$ cat config.mk
export PLATFORM = sky130hd
export DESIGN_NAME = acc_feeder_flat
export DESIGN_NICKNAME = d
export VERILOG_FILES = /design/src/rtl/acc_feeder_if.sv /design/src/rtl/acc_feeder.sv /design/src/flat_wrapper.sv
export SDC_FILE = /design/constraint.sdc
export NUM_CORES = 1
export LEC_CHECK = 0
export CAP_MARGIN = 20
export CORE_ASPECT_RATIO = 1.1
export CORE_MARGIN = 3
export CORE_UTILIZATION = 45
export DETAILED_ROUTE_END_ITERATION = 6
export GPL_ROUTABILITY_DRIVEN = 0
export GPL_TIMING_DRIVEN = 0
export PLACE_DENSITY = 0.82
export SLEW_MARGIN = 10
export SYNTH_ARGS = -nofsm -noshare
export SYNTH_HDL_FRONTEND = slang
export SYNTH_SLANG_ARGS = --single-unit
$ cat constraint.sdc
create_clock -name clk -period 3.2 [get_ports clk]
set_input_delay 0.48 -clock clk [delete_from_list [all_inputs] [get_ports clk]]
set_output_delay 0.48 -clock clk [all_outputs]
set_load 0.005 [all_outputs]
$ cat src/rtl/acc_feeder_if.sv
// Bundle of the host/stream side and accumulator-core side signals of acc_feeder.
// slave is the feeder's view; master is the view of whoever drives it.
interface acc_feeder_if #(
    parameter int IN_DATA_WIDTH = 8,
    parameter int DWIDTH        = IN_DATA_WIDTH * 4,
    parameter int CNT_WIDTH     = 8
);
    logic                     start_i;
    logic [CNT_WIDTH-1:0]     count_i;
    logic                     s_valid_i;
    logic [IN_DATA_WIDTH-1:0] s_data_i;
    logic                     s_ready_o;
    logic                     run_o;
    logic                     valid_o;
    logic [IN_DATA_WIDTH-1:0] number_o;
    logic                     acc_valid_i;
    logic [DWIDTH-1:0]        acc_result_i;
    logic                     busy_o;
    logic                     done_o;
    logic                     err_o;
    logic [DWIDTH-1:0]        result_o;

    modport slave (
        input  start_i, count_i, s_valid_i, s_data_i, acc_valid_i, acc_result_i,
        output s_ready_o, run_o, valid_o, number_o, busy_o, done_o, err_o, result_o
    );

    modport master (
        output start_i, count_i, s_valid_i, s_data_i, acc_valid_i, acc_result_i,
        input  s_ready_o, run_o, valid_o, number_o, busy_o, done_o, err_o, result_o
    );
endinterface

$ cat src/rtl/acc_feeder.sv
// Frame driver for the accumulator core: FIFO-buffers upstream numbers, issues a
// counted frame with fixed gaps, then waits (with timeout) for the core's result.
module acc_feeder #(
    parameter int IN_DATA_WIDTH = 8,
    parameter int DWIDTH        = IN_DATA_WIDTH * 4,
    parameter int FIFO_DEPTH    = 4,
    parameter int GAP_CYCLES    = 2,
    parameter int CNT_WIDTH     = 8,
    parameter int TIMEOUT       = 64
) (
    input  logic         clk,
    input  logic         reset,
    acc_feeder_if.slave  bus
);

    localparam int PTR_W = $clog2(FIFO_DEPTH);
    localparam int OCC_W = PTR_W + 1;
    localparam int TMO_W = $clog2(TIMEOUT + 1);
    localparam int GAP_W = (GAP_CYCLES > 1) ? $clog2(GAP_CYCLES) : 1;

    localparam logic [OCC_W-1:0] OCC_FULL = OCC_W'(FIFO_DEPTH);
    localparam logic [TMO_W-1:0] TMO_LIM  = TMO_W'(TIMEOUT);
    localparam logic [GAP_W-1:0] GAP_LAST = GAP_W'(GAP_CYCLES - 1);

    typedef enum logic [1:0] {IDLE, SEND, GAP, WAIT_RES} state_t;

    state_t state, state_nxt;

    logic [IN_DATA_WIDTH-1:0] fifo_mem [FIFO_DEPTH];
    logic [PTR_W-1:0]         wr_ptr, rd_ptr;
    logic [OCC_W-1:0]         occ, occ_nxt;
    logic                     push, pop, fifo_empty;
    logic [IN_DATA_WIDTH-1:0] head;

    logic [CNT_WIDTH-1:0]     remaining, remaining_nxt;
    logic [GAP_W-1:0]         gcnt, gcnt_nxt;
    logic [TMO_W-1:0]         tcnt, tcnt_nxt;
    logic                     last_issue;

    logic                     run_nxt, valid_nxt, done_nxt, err_nxt;
    logic [IN_DATA_WIDTH-1:0] number_nxt;
    logic [DWIDTH-1:0]        result_nxt;

    assign push       = bus.s_valid_i && bus.s_ready_o;
    assign fifo_empty = (occ == '0);
    assign pop        = (state == SEND) && !fifo_empty;
    assign head       = fifo_mem[rd_ptr];
    assign last_issue = (remaining == CNT_WIDTH'(1));
    assign occ_nxt    = occ + OCC_W'(push) - OCC_W'(pop);

    // Input FIFO: occupancy is registered, so a fresh word is visible to the
    // popper only on the following cycle.
    always_ff @(posedge clk) begin
        if (reset) begin
            wr_ptr        <= '0;
            rd_ptr        <= '0;
            occ           <= '0;
            bus.s_ready_o <= 1'b1;
        end else begin
            if (push) wr_ptr <= wr_ptr + PTR_W'(1);
            if (pop)  rd_ptr <= rd_ptr + PTR_W'(1);
            occ           <= occ_nxt;
            bus.s_ready_o <= (occ_nxt != OCC_FULL);
        end
    end

    always_ff @(posedge clk) begin
        if (push) fifo_mem[wr_ptr] <= bus.s_data_i;
    end

    always_ff @(posedge clk) begin
        if (reset) state <= IDLE;
        else       state <= state_nxt;
    end

    always_comb begin
        state_nxt = state;
        case (state)
            IDLE: begin
                if (bus.start_i && (bus.count_i != '0)) state_nxt = SEND;
            end
            SEND: begin
                if (!fifo_empty) begin
                    if (last_issue)           state_nxt = WAIT_RES;
                    else if (GAP_CYCLES == 0) state_nxt = SEND;
                    else                      state_nxt = GAP;
                end
            end
            GAP: begin
                if (gcnt == GAP_LAST) state_nxt = SEND;
            end
            WAIT_RES: begin
                if (bus.acc_valid_i || (tcnt == TMO_LIM)) state_nxt = IDLE;
            end
            default: state_nxt = IDLE;
        endcase
    end

    // Next values for every registered output and frame counter; a result
    // arriving on the timeout cycle takes priority over the timeout.
    always_comb begin
        run_nxt       = bus.run_o;
        valid_nxt     = 1'b0;
        number_nxt    = '0;
        done_nxt      = 1'b0;
        err_nxt       = 1'b0;
        result_nxt    = bus.result_o;
        remaining_nxt = remaining;
        gcnt_nxt      = gcnt;
        tcnt_nxt      = tcnt;
        case (state)
            IDLE: begin
                if (bus.start_i) begin
                    if (bus.count_i != '0) begin
                        remaining_nxt = bus.count_i;
                        run_nxt       = 1'b1;
                    end else begin
                        done_nxt   = 1'b1;
                        result_nxt = '0;
                    end
                end
            end
            SEND: begin
                if (!fifo_empty) begin
                    valid_nxt     = 1'b1;
                    number_nxt    = head;
                    remaining_nxt = remaining - CNT_WIDTH'(1);
                    gcnt_nxt      = '0;
                    tcnt_nxt      = '0;
                end
            end
            GAP: begin
                gcnt_nxt = gcnt + GAP_W'(1);
            end
            WAIT_RES: begin
                if (bus.acc_valid_i) begin
                    result_nxt = bus.acc_result_i;
                    done_nxt   = 1'b1;
                    run_nxt    = 1'b0;
                end else if (tcnt == TMO_LIM) begin
                    done_nxt = 1'b1;
                    err_nxt  = 1'b1;
                    run_nxt  = 1'b0;
                end else begin
                    tcnt_nxt = tcnt + TMO_W'(1);
                end
            end
            default: ;
        endcase
    end

    always_ff @(posedge clk) begin
        if (reset) begin
            bus.run_o    <= 1'b0;
            bus.valid_o  <= 1'b0;
            bus.number_o <= '0;
            bus.busy_o   <= 1'b0;
            bus.done_o   <= 1'b0;
            bus.err_o    <= 1'b0;
            bus.result_o <= '0;
            remaining    <= '0;
            gcnt         <= '0;
            tcnt         <= '0;
        end else begin
            bus.run_o    <= run_nxt;
            bus.valid_o  <= valid_nxt;
            bus.number_o <= number_nxt;
            bus.busy_o   <= (state_nxt != IDLE);
            bus.done_o   <= done_nxt;
            bus.err_o    <= err_nxt;
            bus.result_o <= result_nxt;
            remaining    <= remaining_nxt;
            gcnt         <= gcnt_nxt;
            tcnt         <= tcnt_nxt;
        end
    end

    a_number_idle_zero: assert property (@(posedge clk) disable iff (reset)
        !bus.valid_o |-> (bus.number_o == '0));

endmodule

$ cat src/flat_wrapper.sv
// flat-port wrapper written by rule: the top's interface ports become plain ports
module acc_feeder_flat 
#(
    parameter int IN_DATA_WIDTH = 8,
    parameter int DWIDTH        = IN_DATA_WIDTH * 4,
    parameter int FIFO_DEPTH    = 4,
    parameter int GAP_CYCLES    = 2,
    parameter int CNT_WIDTH     = 8,
    parameter int TIMEOUT       = 64
)
  (clk, reset, bus_start_i, bus_count_i, bus_s_valid_i, bus_s_data_i, bus_acc_valid_i, bus_acc_result_i, bus_s_ready_o, bus_run_o, bus_valid_o, bus_number_o, bus_busy_o, bus_done_o, bus_err_o, bus_result_o);
  acc_feeder_if #(.IN_DATA_WIDTH(IN_DATA_WIDTH), .DWIDTH(DWIDTH), .CNT_WIDTH(CNT_WIDTH)) bus_i ();
  input  logic clk;
  input  logic reset;
  input wire logic [$bits(bus_i.start_i)-1:0] bus_start_i;
  input wire logic [$bits(bus_i.count_i)-1:0] bus_count_i;
  input wire logic [$bits(bus_i.s_valid_i)-1:0] bus_s_valid_i;
  input wire logic [$bits(bus_i.s_data_i)-1:0] bus_s_data_i;
  input wire logic [$bits(bus_i.acc_valid_i)-1:0] bus_acc_valid_i;
  input wire logic [$bits(bus_i.acc_result_i)-1:0] bus_acc_result_i;
  output wire logic [$bits(bus_i.s_ready_o)-1:0] bus_s_ready_o;
  output wire logic [$bits(bus_i.run_o)-1:0] bus_run_o;
  output wire logic [$bits(bus_i.valid_o)-1:0] bus_valid_o;
  output wire logic [$bits(bus_i.number_o)-1:0] bus_number_o;
  output wire logic [$bits(bus_i.busy_o)-1:0] bus_busy_o;
  output wire logic [$bits(bus_i.done_o)-1:0] bus_done_o;
  output wire logic [$bits(bus_i.err_o)-1:0] bus_err_o;
  output wire logic [$bits(bus_i.result_o)-1:0] bus_result_o;
  assign bus_i.start_i = bus_start_i;
  assign bus_i.count_i = bus_count_i;
  assign bus_i.s_valid_i = bus_s_valid_i;
  assign bus_i.s_data_i = bus_s_data_i;
  assign bus_i.acc_valid_i = bus_acc_valid_i;
  assign bus_i.acc_result_i = bus_acc_result_i;
  assign bus_s_ready_o = bus_i.s_ready_o;
  assign bus_run_o = bus_i.run_o;
  assign bus_valid_o = bus_i.valid_o;
  assign bus_number_o = bus_i.number_o;
  assign bus_busy_o = bus_i.busy_o;
  assign bus_done_o = bus_i.done_o;
  assign bus_err_o = bus_i.err_o;
  assign bus_result_o = bus_i.result_o;
  acc_feeder #(.IN_DATA_WIDTH(IN_DATA_WIDTH), .DWIDTH(DWIDTH), .FIFO_DEPTH(FIFO_DEPTH), .GAP_CYCLES(GAP_CYCLES), .CNT_WIDTH(CNT_WIDTH), .TIMEOUT(TIMEOUT)) u_core (.clk(clk), .reset(reset), .bus(bus_i));
endmodule
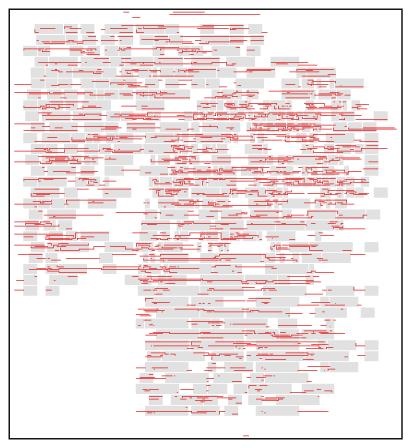
Figure 1: run 1, signal wires on met1.
- wire length on this layer: 3800 um
- main direction: horizontal
- share of all routed wire: 42%
- nets with wire on the layer: 459

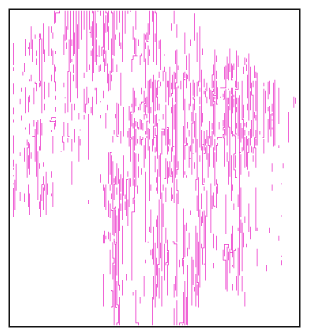
Figure 2: run 1, the metal 2 layer.
- share of all routed wire: 50%
- nets with wire on the layer: 458
- main direction: vertical
- longest straight run: 60.7 um
- wire length on this layer: 4460 um
Via Count: 3105
GRT met2 Usage: 29.2%
wirelength, routed: 9.00 mm

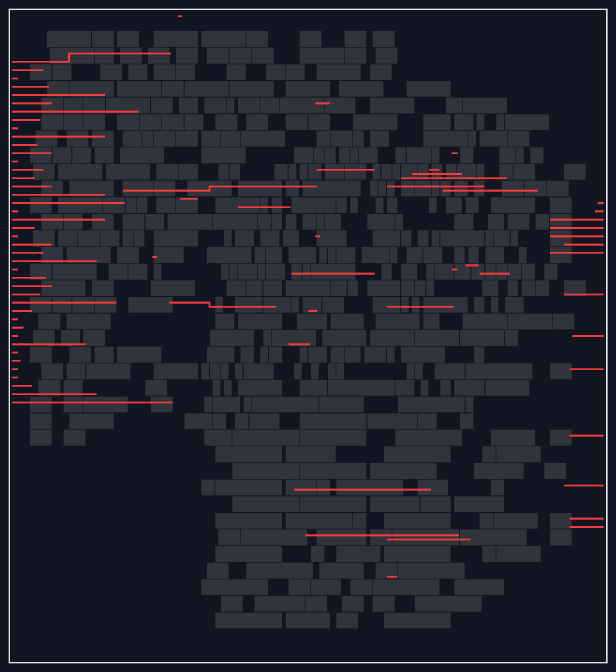
Figure 3: run 1, M3 wires.
- main direction: horizontal
- share of all routed wire: 6.8%
- nets with wire on the layer: 71
- longest straight run: 26.0 um
- wire length on this layer: 608 um

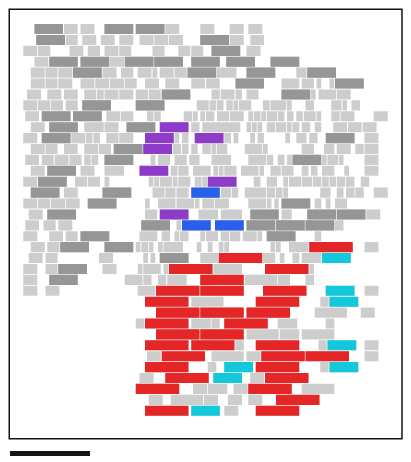
Figure 4: run 1, register map, names as in the netlist.
Scale bar: 20 um. Other sequential cells in the stronger gray, the rest of the logic in the fainter gray.
- u_core.bus.number_o: cyan (placed flops 8; where lower right)
- u_core.tcnt: purple (placed flops 7)
- u_core.fifo_mem: red (placed flops 32; where bottom center)
- u_core.occ: blue (placed flops 3)
- not colored: 53

==> impl_metrics.env, run 1 <==
# yosys + openroad results
export IMPL_arrival_ps=3080
export IMPL_fillCellCount=690
export IMPL_synthTopLogicFamily="AND-OR/OR-AND gates"
export IMPL_cp_num_buf_inv=4
export IMPL_htree_levels=3
export IMPL_antenna_cells=0
export IMPL_status="finished clean"
export IMPL_synthCells=344
export IMPL_drive_gt1_share_pct=9.65
export IMPL_rows=36
export IMPL_ys_flop_type="dfxtp_1"
export IMPL_fmax_ghz=0.354
export IMPL_cp_startpoint="u_core.state[1]"
export IMPL_top_layer="met4"
export IMPL_clockNetworkAreaShare_pct=3.58
export IMPL_ant_nets=0
export IMPL_cellPowerDensity_nw_per_um2=557
export IMPL_path_cells="inv_1, ha_1, buf_2, o31ai_1, inv_2, ha_1, inv_1, ha_1, fa_1, xnor2_1, xnor2_1, nor2_1, nand2_1"
export IMPL_chipArea_um2=10400
export IMPL_stdcell_area_um2=5460
export IMPL_warnings=34
export IMPL_cts_hold_buf=0
export IMPL_cp_max_fo=14
export IMPL_min_period_ps=2830
export IMPL_final_core_util_pct=61.2
export IMPL_hold_path_class="flop to flop"
export IMPL_coreArea_um2=8920
export IMPL_logic_area_um2=1620
export IMPL_flops=103
export IMPL_fin_nets=519
export IMPL_min_from="u_core.bus.result_o[6]"
export IMPL_grt_pass1_vias=3151
export IMPL_dr_wl_met2_mm=4.46
export IMPL_clkLatencyLatePin_ps=350
run 1: cells in the mapped netlist (4+ instances only):
cell type  instances  area [um2]
dfxtp_1           71        1420
a22o_1            32         280
edfxtp_1          32         961
nor2_1            23        86.3
inv_1             18        67.6
ha_1              14         175
and3_1            13        81.3
nand2_1           11        41.3
o21ai_0           10        50.1
a21oi_1            9        45.0
buf_2              9        45.0
mux4_2             8         180
clkbuf_1           6        22.5
mux2i_1            6        60.1
nand3_1            6        30.0
nor2b_1            6        37.5
a31oi_1            5        31.3
nor4_1             5        31.3
xor2_1             5        43.8
a211oi_1           4        30.0
xnor2_1            4        35.0
run 1: cell usage in the layout (no fill, tap or decap), types with 8 or more instances in the layout:
| master | netlist | final |
|---|---|---|
| edfxtp_1 | 32 | 32 |
| nor2_1 | 23 | 23 |
| ha_1 | 14 | 14 |
| o21ai_0 | 10 | 10 |
| clkdlybuf4s50_1 | 0 | 97 |
| nand2_1 | 11 | 11 |
| mux4_2 | 8 | 8 |
| buf_2 | 9 | 9 |
| a22o_1 | 32 | 32 |
| clkbuf_8 | 0 | 13 |
| and3_1 | 13 | 13 |
| inv_1 | 18 | 17 |
| dfxtp_1 | 71 | 71 |
| a21oi_1 | 9 | 9 |
run 1: sequential cells by signal, indices dropped and copies added, names as in the netlist:
name / cells
u_core.bus.s_ready_o: 1
u_core.bus.err_o: 1
u_core.wr_ptr: 2
u_core.gcnt: 1
u_core.bus.valid_o: 1
u_core.bus.number_o: 8
u_core.rd_ptr: 2
u_core.remaining: 8
u_core.bus.done_o: 1
u_core.occ: 3
u_core.bus.run_o: 1
u_core.tcnt: 7
u_core.bus.busy_o: 1
u_core.state: 2
u_core.fifo_mem: 32
u_core.bus.result_o: 32
Figure 5. Routing congestion map (run 1).
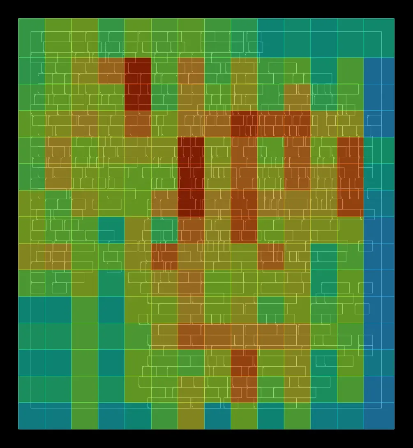

==> run 2, diff against run 1 <==
- GPL_TIMING_DRIVEN: 0 -> unset
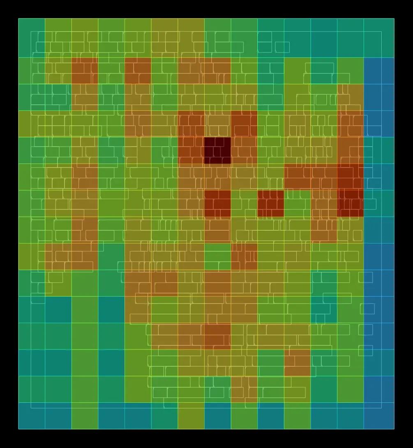
Figure 6: run 2, routing congestion map.
Final Util: 60.9%
GR Util met3: 5.27%
gr usage total: 17.4%
DR WL/cell: 16.0 um
met1 Use GR: 21.2%

==> run 2 against run 1 <==
Final cell count shrank 1.8%. Synthesized cell count is the same. Worst hold slack got worse by 4.6 ps. Clock power decreased by 4.4%. Routed wire length decreased by 0.71%. Die size unchanged. First-iteration DRC count is 33% lower. Non-clock buffer count down 10. Sequential share of layout area is 0.23 points higher. Sequential power about the same. Largest power group unchanged.
==> impl_metrics.env, run 2 <==
# yosys + openroad results
export IMPL_status="finished clean"
export IMPL_most_common_cell="dfxtp_1"
export IMPL_grt_overflow_total=0
export IMPL_drive_gt1_share_pct=9.19
export IMPL_cellPowerDensity_nw_per_um2=553
export IMPL_htree_levels=3
export IMPL_top_cells_by_area="dfxtp_1, edfxtp_1, a22o_1, mux4_2, ha_1"
export IMPL_via_count=3048
export IMPL_path_cells="inv_1, ha_1, o31ai_1, inv_1, ha_1, inv_1, ha_1, fa_1, xnor2_1, xnor2_1, nor2_1, nand2_1"
export IMPL_antenna_cells=0
export IMPL_rows=36
export IMPL_clkLatencyLatePin_ps=350
export IMPL_stdcell_area_um2=5430
export IMPL_synthCells=344
export IMPL_grt_pass1_wl_mm=14.5
export IMPL_largest_area_cell="dfxtp_1"
export IMPL_top_area_share_pct=34.2
export IMPL_chipArea_um2=10400
export IMPL_ys_flop_type="dfxtp_1"
export IMPL_hold_path_class="flop to flop"
export IMPL_fillCellCount=704
export IMPL_min_period_ps=2530
export IMPL_gr_usage_met2_pct=29.9
export IMPL_coreArea_um2=8920
export IMPL_reg_top3="u_core.bus.result_o: 32 flops, u_core.fifo_mem: 32 flops"
export IMPL_cp_num_buf_inv=3
export IMPL_fmax_ghz=0.395
export IMPL_lay_top_count="clkdlybuf4s50_1"
export IMPL_wirelength_mm=8.94
export IMPL_cp_max_fo=5
export IMPL_grt_pass1_vias=2993
export IMPL_fin_nets=509
export IMPL_top_layer="met4"
## run 2: cell counts after synthesis
Identical to the previous run, type by type.
## run 2: per-stage QoR
step	utilization (%)	total power, mW	setup WS [ps]	std cells	hold slack (ps)
final	60.9	3.00	668	560	482
after global placement	58.7	2.25	578	543	463
after floorplan	-	2.03	657	344	454
after CTS	60.9	3.03	668	560	483
after global routing	60.9	3.17	457	560	505
after detailed placement	58.9	2.29	636	544	465
## run 2: kinds of logic (layout without fill, tap and decap cells)
logic type                 after synthesis  after routing  share of synthesized area [%]
xor gates and xnor gates                 9              9                           1.90
adders and majority gates               15             15                           4.70
buffers and inverters                   37            139                           3.71
and+or+nand+nor                         78             78                           9.91
DFF                                    103            103                           57.4
AOI/OAI and AO/OA                       88             88                           16.6
muxes                                   14             14                           5.78
## run 2: worst paths after layout
| path | depth (start not counted) | from | to |
|---|---|---|---|
| max | 12 | u_core.state[1] | u_core.bus.s_ready_o |
| min | 2 | u_core.remaining[7] | u_core.remaining[7] |
| max reg2reg | 12 | u_core.state[1] | u_core.bus.s_ready_o |
| min reg2reg | 2 | u_core.remaining[7] | u_core.remaining[7] |
## run 2: tightest hold or removal path: cells and delay by family, from the launching register on
family,cells,cell delay [ps]
flip-flops,1,320
AND-OR/OR-AND,2,120
## run 2: area by class of cell
cell class / instances / area [um2] / share of cell area (%)
well taps: 114 / 143 / 2.63
clock buffers: 10 / 129 / 2.37
flip-flops and latches: 103 / 2380 / 43.9
clock inverters: 6 / 51.3 / 0.945
multi-input cells: 204 / 1620 / 29.8
repair buffers: 104 / 1030 / 19.0
inverters: 19 / 71.3 / 1.31
## run 2: where the power goes
group	switching [mW]	internal [mW]	leakage, nW	total (mW)
combinational	0.338	0.342	1.03	0.679
clock	0.444	0.299	0.0927	0.743
sequential	0.0974	1.48	0.869	1.58
Figure 7. The metal 2 layer (run 2).
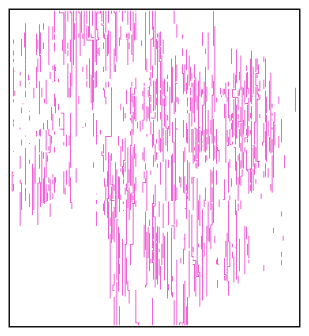

==> run 3, diff against run 2 <==
- PLACE_DENSITY: 0.82 -> 0.85
- clock period: 3.2 -> 2.28 ns (I/O delays scaled with it)
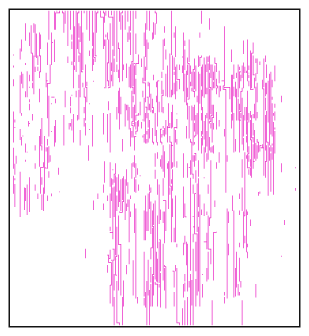
Figure 8: run 3, the metal 2 layer.
- main direction: vertical
- share of all routed wire: 50%
- nets with wire on the layer: 464
- longest straight run: 37.7 um
GRT met2 Usage: 30.0%
Via Count: 3107
wirelength, routed: 9.22 mm

==> run 3 against run 2 <==
First-iteration DRC count is 55% higher. Sequential share of layout area is 1.4 points lower. Fmax grew 16%. Clock power rose by 44%. Core utilization is 2.1 points higher. Sequential power rose by 41%. Global-route usage is 0.61 points higher. Area after synthesis unchanged. Critical endpoint unchanged. Largest power group unchanged. Highest routed layer unchanged.
==> impl_metrics.env, run 3 <==
# yosys + openroad results
export IMPL_status="finished clean"
export IMPL_fillCellCount=678
export IMPL_n_all_buffers=117
export IMPL_arrival_ps=2440
export IMPL_drive_gt1_share_pct=13.3
export IMPL_hold_depth=1
export IMPL_tap_cells=114
export IMPL_common_cells="dfxtp_1, a22o_1, edfxtp_1"
export IMPL_grt_overflow_total=0
export IMPL_n_all_inverters=19
export IMPL_clkLatencyLatePin_ps=360
export IMPL_grt_pass1_vias=3221
export IMPL_htree_levels=3
export IMPL_flops=103
export IMPL_buffer_area_share_pct=20.2
export IMPL_synthCells=344
export IMPL_largestClassByArea="registers"
export IMPL_final_core_util_pct=63.0
export IMPL_stdcell_area_um2=5620
export IMPL_grt_usage_pct=18.0
export IMPL_logic_area_um2=1710
export IMPL_p_total_mw=4.39
export IMPL_chipArea_um2=10400
export IMPL_worst_path_stages=12
export IMPL_regArea_um2=2390
export IMPL_rr_worst_depth=12
export IMPL_fin_nets=522
export IMPL_top_cells_by_area="dfxtp_1, edfxtp_1, a22o_1, mux4_2, ha_1"
export IMPL_ant_nets=0
export IMPL_mostFrequentLayoutCells="clkdlybuf4s50_1, dfxtp_1, a22o_1, edfxtp_1, nor2_1"
export IMPL_path_cells="inv_2, ha_4, o31ai_4, inv_2, ha_4, inv_2, ha_4, fa_2, xnor2_2, xnor2_1, nor2_1, nand2_1"
export IMPL_switchingPower_mw=1.24
export IMPL_grt_pass1_wl_mm=14.9
export IMPL_antenna_cells=0
export IMPL_coreArea_um2=8920
[run 3: what timing repair did]
| action | in CTS | in global routing |
|---|---|---|
| endpoints found under the setup margin | 5 | 8 |
| pin swaps | 0 | 2 |
| gates resized | 1 | 4 |
| hold buffers | 0 | 0 |
[run 3: power groups by stage]
stage	registers, mW	logic, mW	clock network [mW]
floorplan	2.21	0.727	0
global placement	2.25	1.05	0
detailed placement	2.26	1.09	0
CTS	2.22	1.09	1.09
global route	2.24	1.22	1.17
finish	2.22	1.10	1.07
[run 3: metal layers]
metal  global-route usage [%]  share of wire [%]
met2                     30.0                 50
met5                        0                  0
met3                     5.47                5.6
met4                     9.30                2.7
met1                     21.0                 42
[run 3: final timing paths]
check                         startpoint                     end  slack, ps
setup / recovery         u_core.state[1]    u_core.bus.s_ready_o        100
hold reg to reg   u_core.bus.result_o[3]  u_core.bus.result_o[3]        490
setup reg to reg         u_core.state[1]    u_core.bus.s_ready_o        100
hold / removal    u_core.bus.result_o[3]  u_core.bus.result_o[3]        490
[run 3: per-stage QoR]
step	hold slack [ps]	setup slack, ps	cells
2_1_floorplan	418	-8.27	344
3_3_place_gp	461	-171	557
3_5_place_dp	465	-272	557
4_1_cts	488	71.1	572
5_1_grt	499	18.9	572
6_report	487	99.8	572
[run 3: logic make-up (layout without fill, tap and decap cells)]
| kind of cell | count (synthesis) | count (layout) | share of synthesized area, % |
|---|---|---|---|
| flip-flops | 103 | 103 | 57.4 |
| AND-OR/OR-AND | 88 | 88 | 16.6 |
| AND/OR/NAND/NOR | 78 | 78 | 9.91 |
| XOR/XNOR | 9 | 9 | 1.90 |
| adder cells (fa/ha/maj) | 15 | 15 | 4.70 |
| multiplexers | 14 | 14 | 5.78 |
| buffers and inverters | 37 | 151 | 3.71 |
No activity file was given, so power comes from the tool's default toggle rates.
